==> config.mk <==
export PLATFORM = sky130hd
export DESIGN_NAME = player_motion_ctrl
export DESIGN_NICKNAME = d
export VERILOG_FILES = /design/src/rtl/player_pkg.sv /design/src/rtl/player_motion_ctrl_tick_timer.sv /design/src/rtl/player_motion_ctrl.sv
export SDC_FILE = /design/constraint.sdc
export NUM_CORES = 1
export LEC_CHECK = 0
export ABC_AREA = 1
export CORE_ASPECT_RATIO = 0.5
export CORE_UTILIZATION = 25
export DETAILED_ROUTE_END_ITERATION = 16
export PLACE_DENSITY = 0.49
export RECOVER_POWER = 50
export SETUP_SLACK_MARGIN = 0.4
export SLEW_MARGIN = 20
export SYNTH_ARGS = -nofsm -noshare
export SYNTH_HDL_FRONTEND = slang
export SYNTH_SLANG_ARGS = --single-unit
export TNS_END_PERCENT = 50
==> constraint.sdc <==
create_clock -name clock -period 2.5 [get_ports clock]
set_clock_uncertainty 0.2 [all_clocks]
set_input_delay 0.375 -clock clock [delete_from_list [all_inputs] [get_ports clock]]
set_output_delay 0.375 -clock clock [all_outputs]
set_load 0.01 [all_outputs]
Fig. 1: run 1, power grid
(4 px per um) Pins as bars on the die edge. Tap cells in grey.
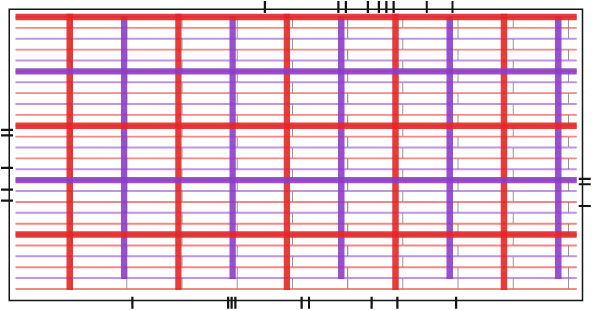
- VSS: red
- VDD: purple
- signal pins: 26
- tap cells: 135
- met4 straps: 10
- met1 rails: 26
- rows: 25
core area: 0.00954 mm2
die extent in y: 72.5 um
maximum VDD drop: 0.000252 V
die width: 143 um

Fig. 2: run 1, placement by cell class
(4 px per um) Fill, decap, tap and diode cells in grey.
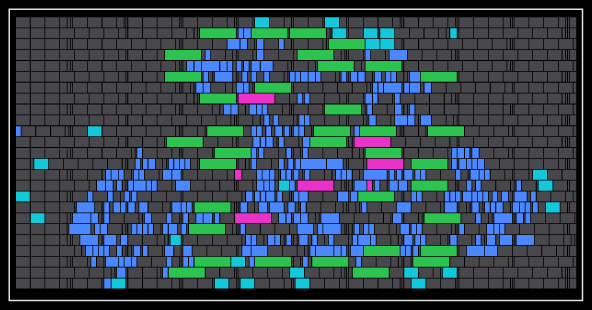
- remaining logic cells: blue (cells 305)
- clock drivers and dummy loads: magenta (cells 7)
- sequential cells: green (cells 36)
- remaining buffers and delay cells: cyan (cells 26)
Core Rows: 25
Seq area share: 29.9%
final cell area excluding filler cells: 0.00301 mm2
final core utilization: 31.6%

Fig. 3: run 1, clock distribution
(3 px per um)
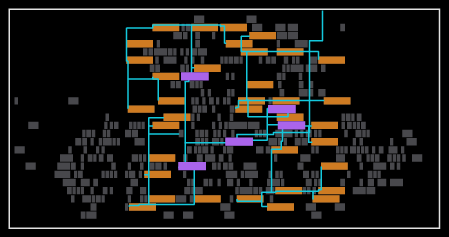
- clock-net drivers: purple (count 5)
- flip-flops: orange (count 36)
- clock wires: cyan (length 531 um)
- routed clock nets: 6
Clk. pwr: 0.581 mW
power share of the clock group: 19.6%

Fig. 4: run 1, signal wires by layer
(4 px per um)
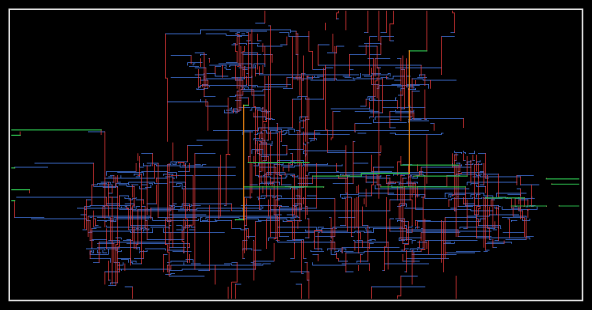
- M4: orange (wire length 59.2 um)
- M1: blue (wire length 2940 um)
- M3: green (wire length 184 um)
- M2: red (wire length 2480 um)
Vias: 2201
Tot GR Track Use: 12.1%
final WL: 5660 um
wire length per cell: 11.1 um

==> reports/qor.yml, run 1 <==
critical_path:
  cp_num_buf_inv: 1
  cp_slowest_cell: "clkdlybuf4s50_1"
  critPathTopFamily: "buffers and inverters"
  crit_arrival_ns: 1.41
  max_stage_delay_ns: 0.60
  path_class: "register to output pin"
  required_ns: 1.92
  crit_chain: "clkdlybuf4s50_1"
  startpoint_type: "register"
  r2r_cells: 9
  end_kind: "output pin"
  crit_path_max_fanout: 9
  path_depth: 1
  reg2reg_slack_ns: 0.55
synthesis:
  synth_top_flop_cell: "dfrtp_1"
  ys_seq_share_pct: 36.3
  adder_share_pct: 6.55
  syn_avg_cell_area_um2: 7.17
  synthCells: 346
  ys_cells: 346
  edf_count: 0
  yosysWarnings: 0
  yosys.area.top_type_share_pct: 36.3
  synth-async-reset-ratio_pct: 100
  yosysChipArea_mm2: 0.00248
  topCellsByArea: "dfrtp_1 36%, nand2_1 15%, inv_1 6.8%"
  ys_types: 32
  synth_area_mm2: 0.00248
  common_cells: "102 x nand2_1, 45 x inv_1, 36 x dfrtp_1, 33 x nand3_1, 29 x nor2_1"
  ys.flops: 36
  yosysMostFrequentCell: "nand2_1"
  synthSimpleGateAreaFrac_pct: 35.4
  mux_share_pct: 0
  synth_nets: 368
  top_logic_kind: "simple AND/OR/NAND/NOR gates"
  aoi_share_pct: 7.91
  ys_sh_xor_pct: 4.59
  largest_area_cell: "dfrtp_1"
die:
  num_tap_cells: 135
  initCoreUtil_pct: 26.0
  ios: 26
  die-area_mm2: 0.0104
cts:
  cts_sinks: 36
  cts_root_buffer: "clkbuf_16"
  cts_htree_levels: 2
  cts_tree: "yes"
  cts_max_path_buffers: 2
  worstSkewPairLatency_ns: 0.27
  cts_hold_repair.buffers: 0
  cts_resized: 0
  clk_pin_slew_worst_paths_ns: 0.05
  cts_buffers: 5
  cts_setup_buffers: 0
grt:
  grt_pass1_wl_um: 9890
  met3_usage_pct: 1.98
  overflow: 0
  grt_use_met2_pct: 19.1
  use_met1_pct: 16.7
  grt_pass1_vias: 2100
  top_usage_layer: "met2"
  grt_antenna_before_repair: 0
  grt_max_degree: 37
power:
  power_density_mw_per_mm2: 986
  powerSeq_mw: 0.996
  combPwrFrac_pct: 46.9
  switching_share_pct: 42.1
  p_int_mw: 1.72
  comb-power_mw: 1.39
  p_total_mw: 2.97
  pwr-share-seq_pct: 33.5
  switchingPower_mw: 1.25
  cellLeakagePower_nw: 1.48
  maxPowerGroup: "combinational cells"
job:
  warning_count: 35
  drv_cap: 0
finish:
  lay_top_cells: "101 x nand2_1, 44 x inv_1, 36 x dfrtp_1"
  clock_area_share_pct: 4.44
  antenna_cells: 0
  area_delta_synth_final_pct: 21.4
  inverters: 48
  buffers_excl_clock: 26
  comb_share_pct: 45.7
  flop_area_um2: 901
  largestClassByArea: "logic gates"
  n_fill_cell: 1014
  layout_top_cell: "nand2_1"
  logic_area_mm2: 0.00138
  comb_cells: 257
  seq_cells: 36
  nonClkBufAreaFrac_pct: 8.31
  clock_buffers: 6
  fin_cells: 509
  nets: 396
  drive_gt1_share_pct: 7.75
detailed_routing:
  post-route-drc-count: 0
  highest_layer: "met4"
  wl_met3_um: 184
  via_per_inst: 4.32
  first_pass_iters: 4
  first_iter_violations: 108
  drt-met1-wl_um: 2940
  routed-wl-met2_um: 2480
  ant_nets: 0
placement:
  gp_congestion: 0.795
  place_ws_ns: 0.186
  dpl.cell_count: 501
  postPlaceCellArea_mm2: 0.00286
  dp_hpwl_um: 4180
  io_buffers: 24
timing:
  drv_slew: 0
  period_used_pct: 79.5
  period_minus_slack_ns: 1.99
  setup_viol: 0
  fin_ws_ns: 0.512
  hold_viol_final: 1
  fmax_ghz: 0.503
  tns_ns: 0
  rsz0062_at_grt: "true"
  maxSlewHeadroom_pct: 45.4
  tightestPinTransition_ns: 0.819
  hold_ws_ns: -0.00182
min_path:
  min_path_type: "primary input to async pin"
run_status:
  outcome: "complete, but fails checks"
  failed_checks: "hold timing"
==> inputs of run 2 (changes only) <==
- clock period: 2.5 -> 2.02 ns (I/O delays scaled with it)
==> run 2 against run 1 <==
  * The run now ends clean
  * Critical path depth up 8
  * Sequential cell count unchanged
  * Worst hold slack gained 0.28 ns
  * Die area unchanged
  * Final cell count grew 11%
  * Design area is 24% higher
  * First-iteration DRC count grew 21%
  * Global-route usage is 1.6 points higher
  * Via count grew 11%
  * Routed wire length grew 17%
  * Synthesized area unchanged
  * Total power up 50%
  * Critical endpoint is now animationAction[0]
==> reports/qor.yml, run 2 <==
run_status:
  outcome: "finished, final reports clean"
synthesis:
  syn_avg_cell_area_um2: 7.17
  ys_sh_xor_pct: 4.59
  topCellsByArea: "dfrtp_1 36%, nand2_1 15%, inv_1 6.8%"
  adder_share_pct: 6.55
  ys_cells: 346
  aoi_share_pct: 7.91
  ys_types: 32
  yosysChipArea_mm2: 0.00248
  largest_area_cell: "dfrtp_1"
  mux_share_pct: 0
  ys.flops: 36
  edf_count: 0
  synth_nets: 368
  yosysWarnings: 0
  top_logic_kind: "simple AND/OR/NAND/NOR gates"
  ys_seq_share_pct: 36.3
  synthCells: 346
grt:
  grt_pass1_vias: 2356
  overflow: 0
  grt_pass1_wl_um: 11000
  met3_usage_pct: 2.57
  grt_use_met2_pct: 23.3
  use_met1_pct: 18.1
  top_usage_layer: "met2"
critical_path:
  max_stage_delay_ns: 0.40
  required_ns: 1.98
  cp_num_buf_inv: 1
  end_kind: "register"
  path_class: "register to register"
  crit_path_max_fanout: 4
  r2r_cells: 9
  crit_arrival_ns: 1.70
  cp_slowest_cell: "dfrtp_1"
  crit_chain: "inv_1 -> ha_4 -> nand3b_1 -> nor2_1 -> nand3_1 -> o21ai_2 -> nor2_1 -> nand2_1 -> nand2_1"
  critPathTopFamily: "simple AND/OR/NAND/NOR gates"
  startpoint_type: "register"
power:
  switching_share_pct: 41.5
  cellLeakagePower_nw: 1.81
  pwr-share-seq_pct: 27.1
  p_total_mw: 4.46
  power_density_mw_per_mm2: 1200
  comb-power_mw: 2.49
  powerSeq_mw: 1.21
  maxPowerGroup: "combinational cells"
  switchingPower_mw: 1.85
  vdd_drop_max_v: 0.000418
min_path:
  min_path_type: "register to register"
cts:
  cts_hold_repair.buffers: 1
  cts_max_path_buffers: 2
  cts_resized: 58
  cts_htree_levels: 2
detailed_routing:
  first_pass_iters: 4
  via_per_inst: 4.33
  drt-met1-wl_um: 3280
  highest_layer: "met4"
  routed_wl_um: 6610
  num_vias: 2442
  first_iter_violations: 131
  ant_nets: 0
finish:
  seq-cell-share_pct: 24.5
  fin_cells: 564
  layout_top_cell: "nand2_1"
  drive_gt1_share_pct: 31.9
  seq_cells: 36
  clock_buffers: 8
  postLayoutCellArea_mm2: 0.00372
  lay_top_cells: "85 x nand2_1, 44 x buf_4, 34 x inv_1"
  nonClkBufAreaFrac_pct: 18.2
  nets: 450
  largestClassByArea: "logic gates"
  logic_area_mm2: 0.00162
  inverters: 49
  comb_share_pct: 43.5
  clock_area_share_pct: 3.93
  area_delta_synth_final_pct: 49.9
  n_fill_cell: 984
  comb_cells: 258
timing:
  maxSlewHeadroom_pct: 55.7
  period_used_pct: 86.1
  hold_viol_final: 0
  drv_slew: 0
  fmax_ghz: 0.575
  fin_ws_ns: 0.281
  rsz0062_at_grt: "true"
  tightestPinTransition_ns: 0.664
die:
  core-area_mm2: 0.00954
  die_w_um: 143
  ios: 26
  num_tap_cells: 135
  initCoreUtil_pct: 26.0
  die_h_um: 72.5
placement:
  io_buffers: 24
  postPlaceCellArea_mm2: 0.00305
  gp_congestion: 0.817
  place_ws_ns: -0.134
  dp_hpwl_um: 4480
job:
  warning_count: 37
Fig. 5: run 2, clock distribution
(3 px per um)
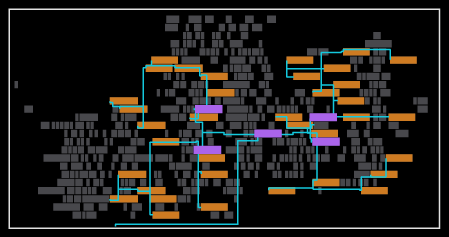
- flip-flops: orange (count 36)
- clock-net drivers: purple (count 5)
- clock wires: cyan (length 524 um)
- routed clock nets: 6
power share of the clock group: 17.1%
clock latency on the worst-skew pair: 0.27 ns
Clk. pwr: 0.764 mW

Fig. 6: run 2, congestion heat map
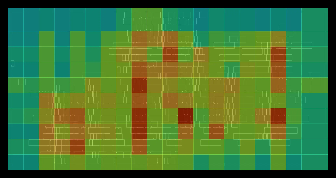
Tot GR Track Use: 13.6%
final core utilization: 39.0%

Power and IR drop assume default switching activity.
